M1 wires:
Bar = 50 um.
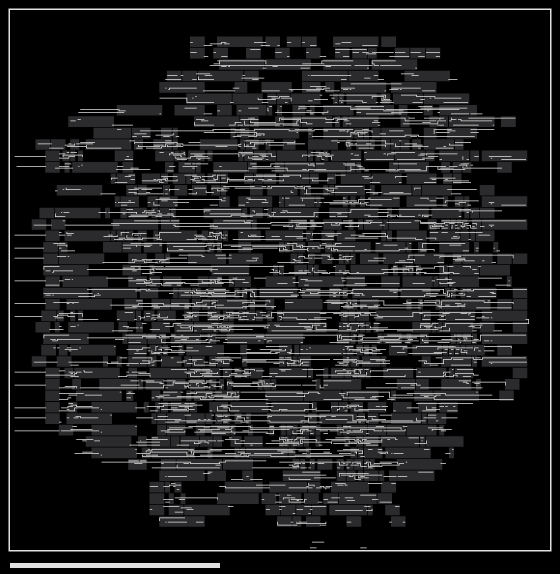
Routed metal, one color a layer:
Bar = 50 um. Only two layers are drawn.
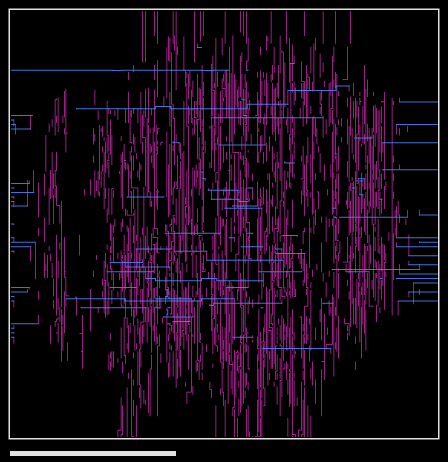
Clock routing:
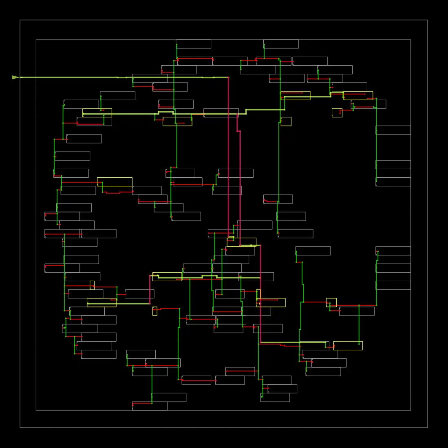
Clock network drawn from the DEF:
Bar = 50 um.
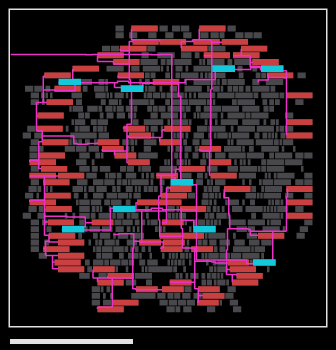
## src/rtl/loop_addr_gen.sv

```systemverilog
// Three-level nested-loop address generator: walks inner/middle/outer indices
// and streams base + out*out_pitch + mid*mid_pitch + in over valid/ready.
module loop_addr_gen #(
  parameter int DATA_WIDTH = 4,
  parameter int ADDR_WIDTH = 12
) (
  input  logic                  clk,
  input  logic                  reset,
  input  logic                  start,
  input  logic [ADDR_WIDTH-1:0] base_addr,
  input  logic [DATA_WIDTH-1:0] in_max,
  input  logic [DATA_WIDTH-1:0] mid_max,
  input  logic [DATA_WIDTH-1:0] out_max,
  input  logic [DATA_WIDTH-1:0] in_stride,
  input  logic [DATA_WIDTH-1:0] mid_stride,
  input  logic [DATA_WIDTH-1:0] out_stride,
  input  logic [ADDR_WIDTH-1:0] mid_pitch,
  input  logic [ADDR_WIDTH-1:0] out_pitch,
  output logic                  addr_valid,
  input  logic                  addr_ready,
  output logic [ADDR_WIDTH-1:0] addr,
  output logic                  addr_last,
  output logic                  busy,
  output logic                  done
);

  typedef enum logic [1:0] {IDLE, RUN, DONE} state_t;

  state_t                state;
  logic [DATA_WIDTH-1:0] in_idx, mid_idx, out_idx;

  logic [ADDR_WIDTH-1:0] base_q, mid_pitch_q, out_pitch_q;
  logic [DATA_WIDTH-1:0] in_max_q, mid_max_q, out_max_q;
  logic [DATA_WIDTH-1:0] in_stride_q, mid_stride_q, out_stride_q;

  logic                  in_term, mid_term, out_term, all_term;
  logic [DATA_WIDTH-1:0] in_nxt, mid_nxt, out_nxt;
  logic                  nxt_last;
  logic                  fire;

  // Terminal when past max, or when the next step would carry out of DATA_WIDTH.
  function automatic logic is_term(input logic [DATA_WIDTH-1:0] idx,
                                   input logic [DATA_WIDTH-1:0] mx,
                                   input logic [DATA_WIDTH-1:0] st);
    logic [DATA_WIDTH:0] sum;
    sum = {1'b0, idx} + {1'b0, st};
    return (idx >= mx) || sum[DATA_WIDTH];
  endfunction

  function automatic logic [DATA_WIDTH-1:0] step(input logic [DATA_WIDTH-1:0] idx,
                                                 input logic [DATA_WIDTH-1:0] st);
    return idx + st;
  endfunction

  function automatic logic [DATA_WIDTH-1:0] fix_stride(input logic [DATA_WIDTH-1:0] st);
    return (st == '0) ? DATA_WIDTH'(1) : st;
  endfunction

  function automatic logic [ADDR_WIDTH-1:0] widen(input logic [DATA_WIDTH-1:0] idx);
    return ADDR_WIDTH'(idx);
  endfunction

  function automatic logic [ADDR_WIDTH-1:0] calc_addr(input logic [DATA_WIDTH-1:0] o,
                                                      input logic [DATA_WIDTH-1:0] m,
                                                      input logic [DATA_WIDTH-1:0] i);
    return base_q + widen(o) * out_pitch_q + widen(m) * mid_pitch_q + widen(i);
  endfunction

  // Shadow copies of the walk configuration; only loaded on launch.
  always_ff @(posedge clk) begin
    if (state == IDLE && start) begin
      base_q       <= base_addr;
      mid_pitch_q  <= mid_pitch;
      out_pitch_q  <= out_pitch;
      in_max_q     <= in_max;
      mid_max_q    <= mid_max;
      out_max_q    <= out_max;
      in_stride_q  <= fix_stride(in_stride);
      mid_stride_q <= fix_stride(mid_stride);
      out_stride_q <= fix_stride(out_stride);
    end
  end

  always_comb begin
    in_term  = is_term(in_idx, in_max_q, in_stride_q);
    mid_term = is_term(mid_idx, mid_max_q, mid_stride_q);
    out_term = is_term(out_idx, out_max_q, out_stride_q);
    all_term = in_term && mid_term && out_term;

    in_nxt  = in_term ? '0 : step(in_idx, in_stride_q);
    mid_nxt = mid_idx;
    out_nxt = out_idx;
    if (in_term)
      mid_nxt = mid_term ? '0 : step(mid_idx, mid_stride_q);
    if (in_term && mid_term)
      out_nxt = out_term ? '0 : step(out_idx, out_stride_q);

    nxt_last = is_term(in_nxt, in_max_q, in_stride_q) &&
               is_term(mid_nxt, mid_max_q, mid_stride_q) &&
               is_term(out_nxt, out_max_q, out_stride_q);
    fire = addr_valid && addr_ready;
  end

  always_ff @(posedge clk or negedge reset) begin
    if (!reset) begin
      state      <= IDLE;
      in_idx     <= '0;
      mid_idx    <= '0;
      out_idx    <= '0;
      addr_valid <= 1'b0;
      addr       <= '0;
      addr_last  <= 1'b0;
      busy       <= 1'b0;
      done       <= 1'b0;
    end else begin
      case (state)
        IDLE: begin
          done <= 1'b0;
          if (start) begin
            state      <= RUN;
            in_idx     <= '0;
            mid_idx    <= '0;
            out_idx    <= '0;
            addr_valid <= 1'b1;
            addr       <= base_addr;
            // From all-zero indices only a zero max can be terminal.
            addr_last  <= (in_max == '0) && (mid_max == '0) && (out_max == '0);
            busy       <= 1'b1;
          end
        end
        RUN: begin
          if (fire) begin
            in_idx  <= in_nxt;
            mid_idx <= mid_nxt;
            out_idx <= out_nxt;
            if (all_term) begin
              state      <= DONE;
              addr_valid <= 1'b0;
              addr       <= '0;
              addr_last  <= 1'b0;
              busy       <= 1'b0;
              done       <= 1'b1;
            end else begin
              addr      <= calc_addr(out_nxt, mid_nxt, in_nxt);
              addr_last <= nxt_last;
            end
          end
        end
        DONE: begin
          state <= IDLE;
          done  <= 1'b0;
        end
        default: begin
          state      <= IDLE;
          addr_valid <= 1'b0;
          addr_last  <= 1'b0;
          busy       <= 1'b0;
          done       <= 1'b0;
        end
      endcase
    end
  end

endmodule

```

## config.mk

```make
export PLATFORM = sky130hd
export DESIGN_NAME = loop_addr_gen
export DESIGN_NICKNAME = d
export VERILOG_FILES = /design/src/rtl/loop_addr_gen.sv
export SDC_FILE = /design/constraint.sdc
export NUM_CORES = 1
export LEC_CHECK = 0
export ABC_CLOCK_PERIOD_IN_PS = 9300
export CAP_MARGIN = 10
export CORE_MARGIN = 5
export CORE_UTILIZATION = 50
export DETAILED_ROUTE_END_ITERATION = 10
export GPL_TIMING_DRIVEN = 0
export HOLD_SLACK_MARGIN = 0.05
export PLACE_DENSITY = 0.78
export SYNTH_ARGS = -nofsm -noshare
export SYNTH_HDL_FRONTEND = slang
export SYNTH_SLANG_ARGS = --single-unit
```

## constraint.sdc

```tcl
create_clock -name clk -period 9.3 [get_ports clk]
set_clock_uncertainty 0.15 [all_clocks]
set_input_delay 1.395 -clock clk [delete_from_list [all_inputs] [get_ports clk]]
set_output_delay 1.395 -clock clk [all_outputs]
set_load 0.05 [all_outputs]
```

==> run summary <==
yosys + openroad results -> Die Height=129 um, Post-DRT Antenna Nets=0, RSZ-0062 raised after global routing=no, register area=0.00253 mm2, DP Cell Count=904, net count after synthesis=847, final number of setup-violating endpoints=0, Stages on worst setup path=29, TritonRoute pass-1 iters=7, final worst path period share=0.884, CP required=9.40 ns, GRT overflow=0, first-pass GRT wire length=27200 um, DP Area=0.00810 mm2, Core Util, Final=0.607, pre-CTS setup slack=1.19 ns, Die X=129 um, fin crit period=8.22 ns, Non-Filler Instances=920, Post-CTS Setup Inserts=0, synthesis area per yosys=0.00703 mm2, HP Class=reg -> reg, RePlAce Congestion=0.880, fin. max-slew vios=0, Worst path max stage delay=0.83 ns, Final Hold Fails=0, Sink Count=89, post-cts sizing count=0, vias in the first global route=5529, R2R cell count=29, Fin Setup TNS=0 ns, largest net degree at the start of global routing=37, Post-synth ARST share=0.326, yosys stat cell total=643, Layout area overhead=19.4%, status=finished, final reports clean, Reg clk slew, reported paths=0.07 ns, Synth Cell Area=0.00703 mm2, Synthesized registers=89, fill count=1106, total die area=0.0165 mm2
## Picture notes: 'M1 wires'
The layer holds 41% of the routed length. The layer carries 6620 um of wire. The longest straight run is 38.0 um.
final WL: 16300 um
global routing met1 resource utilization: 0.260
total number of vias: 5009

## Picture notes: 'routed metal, one color a layer'
M2: marked magenta, wire length 8430 um. M3: marked blue, wire length 897 um.
drt wl/cell: 17.7 um
overall global routing resource usage: 0.213

## Picture notes: 'clock routing'
Clock Latency Late Sink: 0.36 ns
CTS buffer count: 9

## Picture notes: 'clock network drawn from the DEF'
flip-flops: marked red, count 89. clock-net drivers: marked cyan, count 9. clock wires: marked magenta, length 1290 um.
There are 10 routed clock nets. Position of the flops: all over the die.

[flip-flops by register name (all words and copies together) (netlist names), 12 cells and up]
signal and count:
addr 12, base_q 12, mid_pitch_q 12, out_pitch_q 12
[path summary, 6_finish.rpt]
check	start	to	slack, ns
hold / removal	addr_last	addr_last	0.33
setup / recovery	in_idx[0]	addr[11]	1.08
setup reg to reg	in_idx[0]	addr[11]	1.08
max in group asynchronous	reset	addr[8]	7.21
hold reg to reg	addr_last	addr_last	0.33
min in group asynchronous	reset	in_idx[0]	1.27
[worst register-to-register path, delay by kind of cell (launching register included)]
family	cells	cell delay, ns
flops	1	0.39
buf+inv	5	0.57
mux	1	0.83
simple gates	4	0.50
fa+ha+maj	8	3.31
compound gates	9	1.87
xor+xnor	2	0.46
[layer usage]
| layer | vias to the layer above | track usage |
|---|---|---|
| met5 | - | 0 |
| met4 | 0 | 0.0698 |
| met3 | 30 | 0.0473 |
| met2 | 150 | 0.374 |
| met1 | 2505 | 0.260 |
| li1 | 2324 | - |
[cell usage in the layout, fill, tap and decap left out, types with 4 or more instances in the layout]
master	count
a31oi_1	9
a21o_1	7
nor2_1	37
nor2b_1	26
xor2_1	10
a221oi_1	4
nor3_1	5
nand3_1	10
ha_1	74
nand2_1	52
fa_1	66
clkbuf_16	9
dfrtp_1	29
edfxtp_1	60
clkdlybuf4s50_1	79
or2_2	4
clkbuf_1	20
inv_1	89
o21ai_0	21
a21oi_1	14
xnor2_1	13
nand2b_1	7
and2_1	37
[cells by family (layout without fill, tap and decap cells)]
kind of cell | Yosys count | in the layout | share of synthesized area
and+or+nand+nor | 187 | 187 | 0.133
adders and majority gates | 140 | 140 | 0.320
buffers and inverters | 110 | 207 | 0.0593
DFF | 89 | 89 | 0.359
AOI/OAI and AO/OA | 88 | 88 | 0.0854
xor gates and xnor gates | 26 | 26 | 0.0383
muxes | 3 | 3 | 0.00463
[through the flow]
| step | hold WS [ns] |
|---|---|
| final | 0.331 |
| after global routing | 0.358 |
| after CTS | 0.335 |
| after detailed placement | 0.319 |
| after global placement | 0.318 |
| after floorplan | 0.332 |
[cell type report]
| cell class | instances | area share |
|---|---|---|
| sequential | 89 | 0.301 |
| multi-input combinational | 444 | 0.487 |
| buffer | 20 | 0.00939 |
| inverter | 90 | 0.0402 |
| tap | 180 | 0.0268 |
| timing repair buffer | 81 | 0.101 |
| clock inverter | 6 | 0.00760 |
| clock buffer | 10 | 0.0273 |
